<file path="src/rtl/uart_auto_baud_detect_pkg.sv">
// Shared constants for the eUSCI_A auto-baud detector: FSM encodings,
// sync-field edge count and the second-stage modulation lookup.
package uart_auto_baud_detect_pkg;

   localparam logic [2:0] ST_IDLE     = 3'd0;
   localparam logic [2:0] ST_WAIT_BRK = 3'd1;
   localparam logic [2:0] ST_BRK      = 3'd2;
   localparam logic [2:0] ST_DELIM    = 3'd3;
   localparam logic [2:0] ST_SYNC     = 3'd4;
   localparam logic [2:0] ST_DONE     = 3'd5;

   // Falling edges of 0x55 LSB-first, start bit included.
   localparam logic [2:0] SYNC_EDGES  = 3'd5;

   localparam logic [7:0] BRS_LUT_0 = 8'h00;
   localparam logic [7:0] BRS_LUT_1 = 8'h01;
   localparam logic [7:0] BRS_LUT_2 = 8'h11;
   localparam logic [7:0] BRS_LUT_3 = 8'h25;
   localparam logic [7:0] BRS_LUT_4 = 8'h55;
   localparam logic [7:0] BRS_LUT_5 = 8'h5B;
   localparam logic [7:0] BRS_LUT_6 = 8'h77;
   localparam logic [7:0] BRS_LUT_7 = 8'h7F;

   function automatic logic [7:0] brs_lookup(input logic [2:0] frac);
      logic [7:0] brs;
      case (frac)
         3'd0:    brs = BRS_LUT_0;
         3'd1:    brs = BRS_LUT_1;
         3'd2:    brs = BRS_LUT_2;
         3'd3:    brs = BRS_LUT_3;
         3'd4:    brs = BRS_LUT_4;
         3'd5:    brs = BRS_LUT_5;
         3'd6:    brs = BRS_LUT_6;
         default: brs = BRS_LUT_7;
      endcase
      return brs;
   endfunction

endpackage

</file>
<file path="src/rtl/abd_divisor_calc.sv">
// Combinational mapping from the 8-bit-time cycle count N to the eUSCI
// baud divisor fields, with an error flag for unusable prescalers.
module abd_divisor_calc
   import uart_auto_baud_detect_pkg::*;
#(
   parameter int CNT_W = 23
) (
   input  logic [CNT_W-1:0] n,
   input  logic             os16,
   output logic [15:0]      brx,
   output logic [3:0]       brfx,
   output logic [7:0]       brsx,
   output logic             err
);

   logic [CNT_W-1:0] quot;

   // N spans 8 bit times: /8 gives cycles per bit, /128 gives cycles per 16x sample.
   always_comb begin
      quot = os16 ? (n >> 7) : (n >> 3);
      brx  = quot[15:0];
      brfx = os16 ? n[6:3] : 4'd0;
      brsx = brs_lookup(n[2:0]);
      err  = (quot == '0) || (quot > CNT_W'(16'hFFFF));
   end

endmodule

</file>
<file path="src/rtl/uart_auto_baud_detect.sv">
// Auto-baud detector: measures break + 0x55 sync field on the RX pin in BRCLK
// cycles and produces matching UCBRx / UCBRFx / UCBRSx values.
//
//   state    | meaning
//   IDLE     | auto-baud disabled
//   WAIT_BRK | line watched for the falling edge that may start a break
//   BRK      | counting low time of a candidate break
//   DELIM    | counting high time between break and sync start bit
//   SYNC     | counting cycles across 8 bit times of the sync field
//   DONE     | new divisor registered, ABDDone high
module uart_auto_baud_detect
   import uart_auto_baud_detect_pkg::*;
#(
   parameter int CNT_W     = 23,
   parameter int BRK_MIN   = 1024,
   parameter int DELIM_MAX = 4096
) (
   input  logic        BRCLK,
   input  logic        reset,
   input  logic        UCABDEN,
   input  logic        UCRXD,
   output logic        UCBRKIFG,
   input  logic        UCBRKCLR,
   output logic        UCSTOE,
   input  logic        UCSTOECLR,
   output logic        ABDDone,
   output logic        ABDBusy,
   output logic [15:0] wABD_BRx,
   output logic [3:0]  wABD_BRFx,
   output logic [7:0]  wABD_BRSx,
   input  logic        wUCOS16
);

   localparam int TMR_W = $clog2(((BRK_MIN > DELIM_MAX) ? BRK_MIN : DELIM_MAX) + 1);

   logic [2:0]       state_q, state_d;
   logic             rx_meta_q, rx_meta_d;
   logic             rxs_q, rxs_d;
   logic             rxs_prev_q, rxs_prev_d;
   logic [TMR_W-1:0] tmr_q, tmr_d;
   logic [CNT_W-1:0] n_q, n_d;
   logic [2:0]       edges_q, edges_d;
   logic             brkifg_q, brkifg_d;
   logic             stoe_q, stoe_d;
   logic             done_q, done_d;
   logic [15:0]      brx_q, brx_d;
   logic [3:0]       brfx_q, brfx_d;
   logic [7:0]       brsx_q, brsx_d;

   logic             fall, rise, brk_set, stoe_set;
   logic [15:0]      calc_brx;
   logic [3:0]       calc_brfx;
   logic [7:0]       calc_brsx;
   logic             calc_err;

   abd_divisor_calc #(.CNT_W(CNT_W)) u_calc (
      .n    (n_q),
      .os16 (wUCOS16),
      .brx  (calc_brx),
      .brfx (calc_brfx),
      .brsx (calc_brsx),
      .err  (calc_err)
   );

   always_comb begin
      rx_meta_d  = UCRXD;
      rxs_d      = rx_meta_q;
      rxs_prev_d = rxs_q;
      fall       = rxs_prev_q & ~rxs_q;
      rise       = ~rxs_prev_q & rxs_q;

      state_d  = state_q;
      tmr_d    = tmr_q;
      n_d      = n_q;
      edges_d  = edges_q;
      brk_set  = 1'b0;
      stoe_set = 1'b0;
      done_d   = 1'b0;
      brx_d    = brx_q;
      brfx_d   = brfx_q;
      brsx_d   = brsx_q;

      if (!UCABDEN) begin
         state_d = ST_IDLE;
      end else begin
         case (state_q)
            ST_IDLE: state_d = ST_WAIT_BRK;
            ST_WAIT_BRK: begin
               // The edge cycle is itself low, so the timer starts one short.
               if (fall) begin
                  state_d = ST_BRK;
                  tmr_d   = TMR_W'(BRK_MIN - 1);
               end
            end
            ST_BRK: begin
               if (rise) begin
                  if (tmr_q == '0) begin
                     brk_set = 1'b1;
                     state_d = ST_DELIM;
                     tmr_d   = TMR_W'(DELIM_MAX - 2);
                  end else begin
                     state_d = ST_WAIT_BRK;
                  end
               end else if (tmr_q != '0) begin
                  tmr_d = tmr_q - TMR_W'(1);
               end
            end
            ST_DELIM: begin
               if (fall) begin
                  state_d = ST_SYNC;
                  n_d     = CNT_W'(1);
                  edges_d = 3'd1;
               end else if (tmr_q == '0) begin
                  stoe_set = 1'b1;
                  state_d  = ST_WAIT_BRK;
               end else begin
                  tmr_d = tmr_q - TMR_W'(1);
               end
            end
            ST_SYNC: begin
               // Results are registered on the final edge so they appear with ABDDone.
               if (fall && (edges_q == SYNC_EDGES - 3'd1)) begin
                  state_d = ST_DONE;
                  if (calc_err) begin
                     stoe_set = 1'b1;
                  end else begin
                     done_d = 1'b1;
                     brx_d  = calc_brx;
                     brfx_d = calc_brfx;
                     brsx_d = calc_brsx;
                  end
               end else if (n_q == '1) begin
                  stoe_set = 1'b1;
                  state_d  = ST_WAIT_BRK;
               end else begin
                  n_d = n_q + CNT_W'(1);
                  if (fall) edges_d = edges_q + 3'd1;
               end
            end
            ST_DONE: state_d = ST_WAIT_BRK;
            default: state_d = ST_IDLE;
         endcase
      end

      brkifg_d = brk_set | (brkifg_q & ~UCBRKCLR);
      stoe_d   = stoe_set | (stoe_q & ~UCSTOECLR);
   end

   always_ff @(posedge BRCLK) begin
      if (reset) begin
         state_q    <= ST_IDLE;
         rx_meta_q  <= 1'b1;
         rxs_q      <= 1'b1;
         rxs_prev_q <= 1'b1;
         tmr_q      <= '0;
         n_q        <= '0;
         edges_q    <= '0;
         brkifg_q   <= 1'b0;
         stoe_q     <= 1'b0;
         done_q     <= 1'b0;
         brx_q      <= '0;
         brfx_q     <= '0;
         brsx_q     <= '0;
      end else begin
         state_q    <= state_d;
         rx_meta_q  <= rx_meta_d;
         rxs_q      <= rxs_d;
         rxs_prev_q <= rxs_prev_d;
         tmr_q      <= tmr_d;
         n_q        <= n_d;
         edges_q    <= edges_d;
         brkifg_q   <= brkifg_d;
         stoe_q     <= stoe_d;
         done_q     <= done_d;
         brx_q      <= brx_d;
         brfx_q     <= brfx_d;
         brsx_q     <= brsx_d;
      end
   end

   assign UCBRKIFG  = brkifg_q;
   assign UCSTOE    = stoe_q;
   assign ABDDone   = done_q;
   assign ABDBusy   = (state_q == ST_BRK) || (state_q == ST_DELIM) || (state_q == ST_SYNC);
   assign wABD_BRx  = brx_q;
   assign wABD_BRFx = brfx_q;
   assign wABD_BRSx = brsx_q;

endmodule
</file>
<file path="config.mk">
export PLATFORM = sky130hd
export DESIGN_NAME = uart_auto_baud_detect
export DESIGN_NICKNAME = d
export VERILOG_FILES = /design/src/rtl/uart_auto_baud_detect_pkg.sv /design/src/rtl/abd_divisor_calc.sv /design/src/rtl/uart_auto_baud_detect.sv
export SDC_FILE = /design/constraint.sdc
export NUM_CORES = 1
export LEC_CHECK = 0
export ABC_AREA = 0
export CAP_MARGIN = 10
export CORE_ASPECT_RATIO = 1.2
export CORE_MARGIN = 5
export CORE_UTILIZATION = 55
export CTS_BUF_LIST = sky130_fd_sc_hd__clkbuf_16
export CTS_CLUSTER_SIZE = 25
export DETAILED_ROUTE_END_ITERATION = 8
export PLACE_DENSITY = 0.87
export SLEW_MARGIN = 40
export SYNTH_ARGS = -nofsm -noshare
export SYNTH_HDL_FRONTEND = slang
export SYNTH_SLANG_ARGS = --single-unit
</file>
<file path="constraint.sdc">
create_clock -name BRCLK -period 3.92 [get_ports BRCLK]
set_input_delay 0.98 -clock BRCLK [delete_from_list [all_inputs] [get_ports BRCLK]]
set_output_delay 0.98 -clock BRCLK [all_outputs]
set_load 0.01 [all_outputs]
</file>
==> images/ff_map.png <==
The bar under the picture is 20 um long. Other sequential cells in the stronger grey, the rest of the logic in the fainter grey.
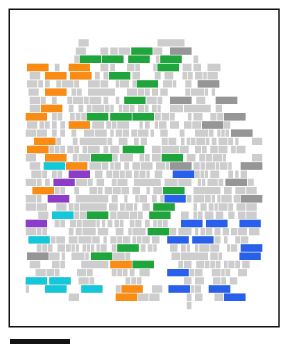
Purple marks `wABD_BRFx`, sequential cells 4, where west. Blue marks `tmr_q`, sequential cells 13. Orange marks `wABD_BRx`, sequential cells 16. Green marks `n_q`, sequential cells 23. Cyan marks `wABD_BRSx`, sequential cells 7, where south-west.

==> images/m4.png <==
The bar under the picture is 20 um long.
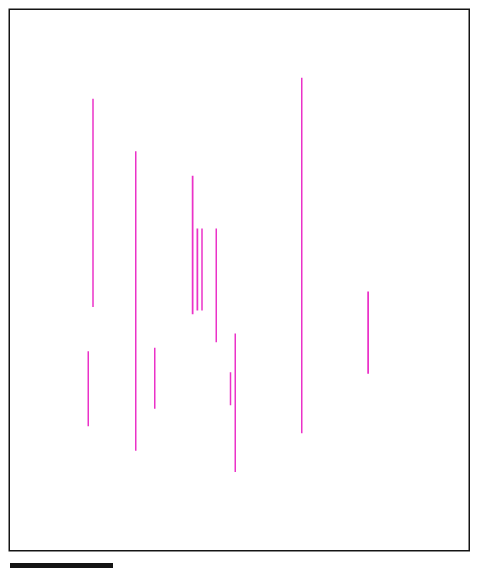
11 nets have wire on it. The layer carries 320 um of wire. The wires run mostly vertical. The layer holds 3.0% of the routed length.

==> images/congestion_map.png <==
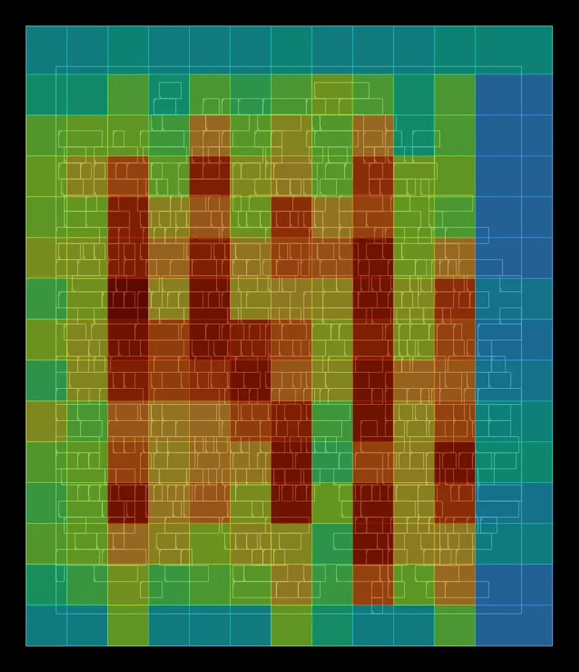
global route hottest layer: met2
GR Util met1: 31.0%
fraction of met3 tracks used by global routing: 3.86%
global-route met2 utilization: 37.4%

==> notes.md <==
Quick summary of the implementation run below.

The run finished with clean final reports. The sequential cell count of the final layout is 75. The number of distinct standard cells referenced by the synthesized netlist is 66. The largest cell class by area is multi-input combinational cells. The non-filler instance count after layout came out at 607.

The area fraction of the dominant cell type after synthesis is 36.5%. The data required time reported for the critical path is 2940 ps. The reported max-cap violation count is 0.

The worst setup path is of the reg -> out kind. The leakage component of the power came out at 1.53 nW. The report puts the hold buffer count at CTS at 0.

The fraction of cell area in sequential cells is reported as 31.8%. The count of flip-flops with a built-in enable after synthesis is 0. The count of plain and timing-repair buffers in the layout came out at 43. For reference, the critical path is captured by ABDBusy. The final-stage net count came out at 526. The maximum clock insertion buffer count is 2. Before placement the cells fill 56.6% of the core. Per the detail_route log, the uppermost layer with routed signals is met4. The clock buffer instance count of the final layout is 9. The register with the most flip-flops in the final layout is n_q. The area fraction in compound gates after synthesis is 24.1%. TritonCTS built the clock tree.

The total number of vias is 4,042. The maximum VDD drop came out at 0.291 mV. The most numerous logic cell after layout is sky130_fd_sc_hd__dfxtp_1.

For hold timing, the worst endpoint is rxs_prev_d. The proportion of synthesized flip-flops having asynchronous set or reset came out at 0%. The launch instance of the worst register-to-register path is n_q[1]. The worst setup path is captured at a primary output. The report puts the cell count of the worst reg-to-reg path at 7. The first global-routing pass estimated 18.2 mm of wire. The main logic family after synthesis is simple AND/OR/NAND/NOR gates. In this run the most critical hold path is launched from rx_meta_q. The initialized floorplan defines 34 standard-cell rows. The minimum setup slack in the final design is 823 ps. Across all stage logs, warnings added up to 30. The setup slack of the most critical reg-to-reg path is 980 ps. The total met3 wirelength after detailed routing came out at 659 um.

The synthesis report lists the most area-consuming cells as sky130_fd_sc_hd__dfxtp_1 (36%), sky130_fd_sc_hd__a21oi_1 (6.2%), sky130_fd_sc_hd__o21ai_0 (4.5%). The adder-cell share of the synthesized area is 2.13%. The number of antenna violations at the first check in global routing came out at 0. The sequential element share of the synthesized area is 36.5%. After detailed routing, the wire length on met1 is 4.61 mm. The maximum fanout count along the critical path is 12. The report lists the number of cells resized after CTS as 0. The source-to-sink clock delay at the later pin of the worst-skew pair is 330 ps. The cell with the largest stage delay on the worst path is sky130_fd_sc_hd__or3b_1. The total wire length came out at 10.8 mm. The clock tree skew after final layout is 5.05 ps. The detailed-route DRC error count is 0. In the Yosys report the total cell count is 502. Among all cell types in the netlist, the one instantiated most often is sky130_fd_sc_hd__dfxtp_1.

The clock transition at the registers of the reported paths is 60 ps. The cell family contributing the most delay on the critical path is simple AND/OR/NAND/NOR gates. The number of cells on the critical path is 3. The longest individual stage delay on the worst path came out at 640 ps. The cell depth of the worst hold path came out at 1. 39 I/O pins were placed. Summing the areas of all and, or, nand and nor instances in the mapped netlist gives 25.1% of the synthesized area. The routed wire length on met2 is 5.18 mm.

The clock tree synthesis step divided the H-tree into 3 levels. The number of placed instances, taps included is 591. The fill cell instance count of the final layout is 588. The area used by sequential logic in the layout is 0.00150 mm2. The layout has 13 inverters outside the clock class.

After floorplanning, the die was sized to cover 0.00932 mm2. The chip area line of the yosys report is 0.00411 mm2. The global placement routability congestion came out at 0.859. The setup TNS is 0 ps. The post-CTS setup buffer count came out at 0.

The number of warnings printed during yosys synthesis came out at 0. The highest achievable clock rate came out at 323 MHz. Setup repair after global routing left no endpoint under its margin. The combinational share of cell area is 50.0%. STA classifies the critical path startpoint as a register. The cell count after synthesis came out at 502. The total routing usage reported by global routing is 23.9%.

The time the final worst path needs with I/O delays and setup is 3100 ps. The most used flip-flop cell after synthesis is sky130_fd_sc_hd__dfxtp_1. The average instance in the mapped netlist occupies 8.20 um2. The number of CTS-inserted buffers is 9. From synthesis to final layout, the design area changed by 14.8%. The starting DRC count in detailed routing came out at 338. The final-layout clock-cell area share is 6.04%.

The x dimension of the die is 89.0 um. In the final layout, the multi-input gates occupy 0.00236 mm2. In the routed layout, each cell is associated on average with a via count of 6.66.

The xor and xnor fraction of the mapped netlist area is 1.28%. The cell area power density is 347 mW/mm2. The number of diodes is 0. The number of search-and-repair iterations in the first detailed-routing pass came out at 5. The ratio of cells with drive above 1 in the final layout came out at 10.6%. The top cell types in the final layout, fill and taps aside, are sky130_fd_sc_hd__dfxtp_1 (75), sky130_fd_sc_hd__a21oi_1 (51), sky130_fd_sc_hd__o21ai_0 (37). The library cell with the largest summed area after synthesis is sky130_fd_sc_hd__dfxtp_1. The placeable core region is 0.00727 mm2. The mean routed wirelength per cell came out at 17.8 um. Per the post-run analysis, buffers plus inverters along the critical path come to 1. The half-perimeter wire length of the detailed placement result came out at 7.02 mm. The transition time of the tightest slew-check pin came out at 652 ps. The critical path goes through or3b_1, nand2_1, clkdlybuf4s50_1. The non-clock buffering overhead in the final layout is 8.69%. The count of state elements after synthesis came out at 75. The worst register-to-register path ends at n_q[12]. Hold-check failures listed in the final report amount to 0. At the placement stage, the worst setup path has a slack of 735 ps.

According to the timing report, the critical path is launched from state_q[0]. The largest net degree at the start of global routing came out at 52. The buffer type at the clock tree root is sky130_fd_sc_hd__clkbuf_16. The period utilization came out at 79.0%. The count of nets left with antenna violations after detail routing came out at 0. The number of nets produced by synthesis came out at 516. The number of sinks driven by the clock tree is 75. The final-report max-slew violation count came out at 0. The minimum hold slack came out at 426 ps. The number of global-route vias before repair was 3,910.

The count of endpoints failing setup in the final report came out at 0. The total standard cell area after synthesis came out at 0.00411 mm2. The flip-flop count of the largest register, all copies and words added came out at 23. The overall die height is 105 um. The worst hold path belongs to the class reg -> reg. The mux contribution to synthesized area came out at 4.56%. The tap cell instance count is 90. The total of buffers placed on input and output ports is 37. The final global-route overflow total came out at 0.

The multi-input logic cell count came out at 370. The worst-case max-slew headroom was logged as 56.4%. At the worst endpoint, the arrival time is 2120 ps. For reference, the top cells by count after synthesis are sky130_fd_sc_hd__dfxtp_1 (75), sky130_fd_sc_hd__a21oi_1 (51), sky130_fd_sc_hd__o21ai_0 (37).
[per-stage QoR]
step / total power, W / utilization, % / area, um2
after floorplan: 0.000838 / - / 4110
final: 0.00164 / 64.9 / 4720
after detailed placement: 0.000854 / 60.9 / 4430
after global routing: 0.00169 / 64.9 / 4720
after global placement: 0.000852 / 60.9 / 4430
after CTS: 0.00164 / 64.9 / 4720
[power by group]
| group | internal (W) | leakage, nW | total, W | switching (W) |
|---|---|---|---|---|
| logic | 0.0000248 | 0.783 | 0.0000676 | 0.0000428 |
| clock network | 0.000484 | 0.144 | 0.000798 | 0.000314 |
| registers | 0.000766 | 0.605 | 0.000772 | 0.00000583 |
No activity file was given, so power comes from the tool's default toggle rates.
